[src/rtl/prio_encoder_arb.sv]
// Registered priority encoder / arbiter with a one-entry valid/ready output stage.
// Fixed mode grants the highest set bit; round-robin mode searches downward from ptr-1 with wrap.
module prio_encoder_arb #(
    parameter int WIDTH = 16,
    parameter bit RR    = 1'b0,
    parameter int IDXW  = $clog2(WIDTH),
    parameter int CNTW  = $clog2(WIDTH + 1)
) (
    input  logic             clk,
    input  logic             rst,
    input  logic [WIDTH-1:0] req,
    input  logic             in_valid,
    output logic             in_ready,
    output logic             out_valid,
    input  logic             out_ready,
    output logic [IDXW-1:0]  out_idx,
    output logic             out_none,
    output logic [CNTW-1:0]  out_count
);

    logic            out_valid_q, out_valid_d;
    logic [IDXW-1:0] out_idx_q, out_idx_d;
    logic            out_none_q, out_none_d;
    logic [CNTW-1:0] out_count_q, out_count_d;
    logic [IDXW-1:0] ptr_q, ptr_d;

    logic [IDXW-1:0] grant_idx;
    logic            grant_found;
    logic [CNTW-1:0] pop;
    logic            accept;

    always_comb begin
        pop = '0;
        for (int i = 0; i < WIDTH; i++) begin
            pop = pop + CNTW'(req[i]);
        end
    end

    assign grant_found = |req;

    generate
        if (RR) begin : g_rr
            // Walk offsets from far to near so the nearest set bit below ptr overwrites the rest.
            always_comb begin
                grant_idx = '0;
                for (int k = WIDTH; k >= 1; k--) begin
                    if (req[(int'(ptr_q) + WIDTH - k) % WIDTH]) begin
                        grant_idx = IDXW'((int'(ptr_q) + WIDTH - k) % WIDTH);
                    end
                end
            end
        end else begin : g_fixed
            always_comb begin
                grant_idx = '0;
                for (int i = 0; i < WIDTH; i++) begin
                    if (req[i]) begin
                        grant_idx = IDXW'(i);
                    end
                end
            end
        end
    endgenerate

    assign in_ready = !out_valid_q || out_ready;
    assign accept   = in_valid && in_ready;

    always_comb begin
        out_valid_d = out_valid_q;
        out_idx_d   = out_idx_q;
        out_none_d  = out_none_q;
        out_count_d = out_count_q;
        ptr_d       = ptr_q;
        if (accept) begin
            out_valid_d = 1'b1;
            out_idx_d   = grant_idx;
            out_none_d  = !grant_found;
            out_count_d = pop;
            if (RR && grant_found) begin
                ptr_d = grant_idx;
            end
        end else if (out_ready) begin
            out_valid_d = 1'b0;
        end
    end

    always_ff @(posedge clk or posedge rst) begin
        if (rst) begin
            out_valid_q <= 1'b0;
            out_idx_q   <= '0;
            out_none_q  <= 1'b0;
            out_count_q <= '0;
            ptr_q       <= '0;
        end else begin
            out_valid_q <= out_valid_d;
            out_idx_q   <= out_idx_d;
            out_none_q  <= out_none_d;
            out_count_q <= out_count_d;
            ptr_q       <= ptr_d;
        end
    end

    assign out_valid = out_valid_q;
    assign out_idx   = out_idx_q;
    assign out_none  = out_none_q;
    assign out_count = out_count_q;

endmodule

[config.mk]
export PLATFORM = sky130hd
export DESIGN_NAME = prio_encoder_arb
export DESIGN_NICKNAME = d
export VERILOG_FILES = /design/src/rtl/prio_encoder_arb.sv
export SDC_FILE = /design/constraint.sdc
export NUM_CORES = 1
export LEC_CHECK = 0
export CAP_MARGIN = 20
export CORE_ASPECT_RATIO = 1.5
export CORE_UTILIZATION = 48
export CTS_CLUSTER_DIAMETER = 30
export CTS_CLUSTER_SIZE = 24
export DETAILED_ROUTE_END_ITERATION = 8
export GPL_TIMING_DRIVEN = 0
export PLACE_DENSITY = 0.83
export SYNTH_ARGS = -nofsm -noshare
export SYNTH_HDL_FRONTEND = slang
export SYNTH_SLANG_ARGS = --single-unit
[constraint.sdc]
create_clock -name clk -period 2.8 [get_ports clk]
set_input_delay 0.84 -clock clk [delete_from_list [all_inputs] [get_ports clk]]
set_output_delay 0.84 -clock clk [all_outputs]
set_load 0.02 [all_outputs]
port_nets.png
Scale: 8 px per micron.
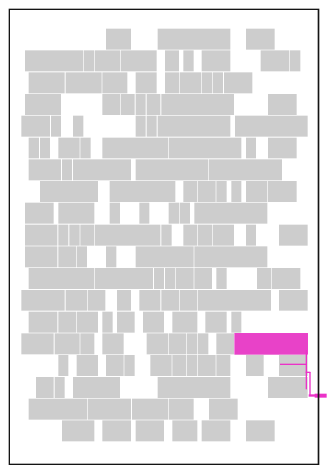
legend:
  out_valid:
    colour: magenta
    direction: output
    edge: right
    end_cells: 1
    buffers: 1
    wire: 12.0 microns
top-level port count: 32
Port Buf Inserts: 31

registers.png
Scale: 10 px per micron. Other sequential cells in the stronger grey, the rest of the logic in the fainter grey.
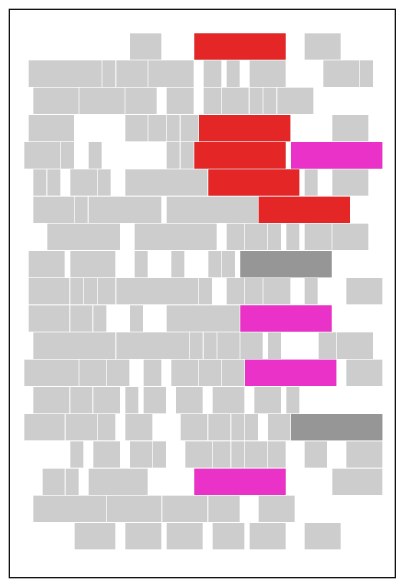
legend:
  out_idx:
    colour: magenta
    placed_flops: 4
  out_count:
    colour: red
    placed_flops: 5
    where: top centre
not coloured: 2
final core utilization: 0.751
P_seq: 0.211 mW

==> run summary <==
Implementation numbers.

- According to the cell report, the number of logic gates is about 67.
- The detail route stage leaves a number of antenna-violating nets equal to 0.
- The analysis reports a worst IR drop on VDD of just over 0.6 mV.
- The synth_stat.txt file lists the number of cells as about 110.
- The most common logic cell in the final layout is clkdlybuf4s50_1.
- The worst slew margin relative to its limit is 0.677.
- STA classifies the critical path endpoint as a register.
- According to the floorplan log, the row count is 19.
- Among all cell types in the netlist, the one instantiated most often is inv_1.
- The fraction of synthesized area in multiplexers is 0.
- For reference, the top logic cell family by area is adder cells.
- The number of nets in the synthesized netlist is around 140.
- Per the synthesis report, the AND-OR/OR-AND share of the synthesized area is 0.125.
- The layout report lists the clock-cell share of area as 0.0189.
- Ranked by total cell area, the synthesized netlist is headed by dfrtp_1 (29%), fa_1 (21%), inv_1 (11%), ha_1 (7.8%), o21ai_0 (3.7%).
- In the final design, more cell area goes to combinational gates than to any other class.
- The critical path data arrival time is 3.76 ns.
- In the routed layout, each cell is associated on average with a via count of about 5.2.
- The count of library flops with an enable pin is 0.
- The maximum frequency from static timing analysis is between 200 and 300 MHz.
- The detailed placement HPWL is roughly 1700 microns.
- On met3, the global router reports a usage of 0.00791.
- The layer with the highest usage after global routing is met2.
- The analysis attributes to cell leakage a power of around 0.66 nW.
- The number of hold-repair buffers added at the cts stage is 0.
- The minimum hold slack is between 0.4 and 0.5 ns.
- The final timing report derives a shortest allowable period of 3.61 ns.
- The post-synth register bit count is 11.
- The die width is 38.5 microns.
- Setup repair after global routing could not meet its margin everywhere.
- The synthesized instance count is between 100 and 150.
- The transition time recorded at the tightest slew-check pin is between 0.4 and 0.5 ns.
- The sequential cell area fraction in the yosys report is 0.288.
- The number of OpenROAD warnings is 30.
- Clock latency on the worst-skew pair, taken at its later pin, is 0.27 ns.
- The script logs the mean routed wire length per placed instance as around 12 microns.
- TritonRoute reported its final design rule violation total as 0.
- The total number of vias is between 800 and 900.
- In the final layout, the multi-input gates occupy between 600 and 700 sq um.
- The post-route worst setup slack is -0.814 ns.
- The clock root buffer master is clkbuf_4.
- The checks that failed: setup timing.
- The report counts max-capacitance violations totalling 0.
- The overall track demand over capacity in global routing is 0.229.
- The synthesis report lists the Yosys warning total as 0.
- The register share of the cell area is 0.198.
- The number of clock sinks is 11.
- The post-synthesis share of cell area spent on and, or, nand and nor gates is 0.166.
- In this run, the synthesized area fraction spent on adder and majority cells is recorded as 0.288.
- In this run the full chip footprint comes out at around 2200 sq um.
- Wires add up to around 2000 microns.
- The top cell types in the final layout, fill and taps aside, are clkdlybuf4s50_1 (19), inv_1 (13), inv_2 (11), dfrtp_1 (11), nand2_1 (8).
- Per the final timing report, the hold violations number 0.
- The initial antenna violation count is 0.
- By count the netlist is led by inv_1 (27), dfrtp_1 (11), fa_1 (10).
- Measured on the final layout, buffering overhead outside the clock network stands at 0.248.
- Per the synth stats, the proportion of register bits with asynchronous set or reset is 1.00.
- The placement summary gives the final routability congestion estimate as 0.902.
- The number of ordinary inverters in the final layout is 27.
- The total routed wire length on the met1 layer is 707 microns.
- In this run the mean area of a mapped cell was 8.95 sq um.
- The total of endpoints with negative setup slack in the final report is 5.
- The share of the synthesized area in the top cell type is 0.288.
- The number of DRC violations after detailed-routing iteration 0 is 7.
- In the final report, the number of pins over their slew limit comes to 0.
- The total length of routed met2 wires is around 1200 microns.
- The clock transition time at the flip-flop clock pins of the worst setup and hold paths is 0.06 ns.
- The fraction of cell area in multi-input combinational cells is reported as 0.431.
- The number of filler instances in the final layout is about 140.
- The TritonCTS clock tree is yes.
- The power per standard cell area is 601 nW/um^2.
- In this run the vertical extent of the chip is approximately 57 microns.
- The run finished, with violations left.
- The mapped cell area is around 960 sq um.
- Relative to the synthesized area, the layout overhead comes to 45.5%.
-- path summary, 6_finish.rpt --
kind                              startpoint      endpoint  slack (ns)  depth (start not counted)
worst max register to register     out_valid    out_idx[0]        1.58                          5
worst min register to register  out_count[0]  out_count[0]        0.48                          2
min in group asynchronous                rst    out_idx[3]        0.85                          2
worst max-delay path                  req[5]  out_count[3]       -0.81                         14
max in group asynchronous                rst     out_valid        1.67                          2
worst min-delay path            out_count[0]  out_count[0]        0.48                          2
-- timing repair --
item / 4_1_cts / 5_1_grt
setup endpoints to repair: 6 / 5
pin swaps: 13 / 10
setup buffers: 2 / 0
resized: 60 / 10
hold endpoints to repair: 0 / 0
gates cloned: 0 / 0
-- metrics by stage --
stage | util | area, sq um | power [mW] | std cells | setup TNS (ns)
2_1_floorplan | - | 990 | 0.538 | 107 | -4.02
3_3_place_gp | 0.715 | 1330 | 0.685 | 159 | -7.84
3_5_place_dp | 0.715 | 1330 | 0.702 | 159 | -7.95
4_1_cts | 0.744 | 1380 | 0.832 | 165 | -3.67
5_1_grt | 0.751 | 1390 | 0.919 | 165 | -4.11
6_report | 0.751 | 1390 | 0.838 | 165 | -3.60
-- worst max-delay path: stages --
cell and delay (ns):
buf_8 0.07, inv_4 0.03, fa_1 0.58, fa_2 0.22, inv_2 0.04, fa_1 0.49, inv_2 0.04, fa_1 0.59
inv_1 0.06, ha_1 0.27, a21o_1 0.17, a21oi_2 0.14, xor2_1 0.15, o21ai_1 0.07
-- where the power goes --
group | switching (mW) | internal (mW) | total, mW
registers | 0.0164 | 0.194 | 0.211
clock network | 0.0528 | 0.0553 | 0.108
logic | 0.259 | 0.260 | 0.519
total | 0.328 | 0.510 | 0.838
-- cells by family after synthesis --
family,Yosys count
compound gates,19
xor+xnor,2
fa+ha+maj,16
simple gates,30
buf+inv,29
flops,11
Power figures rest on the tool's default switching activity, not on a simulated workload.
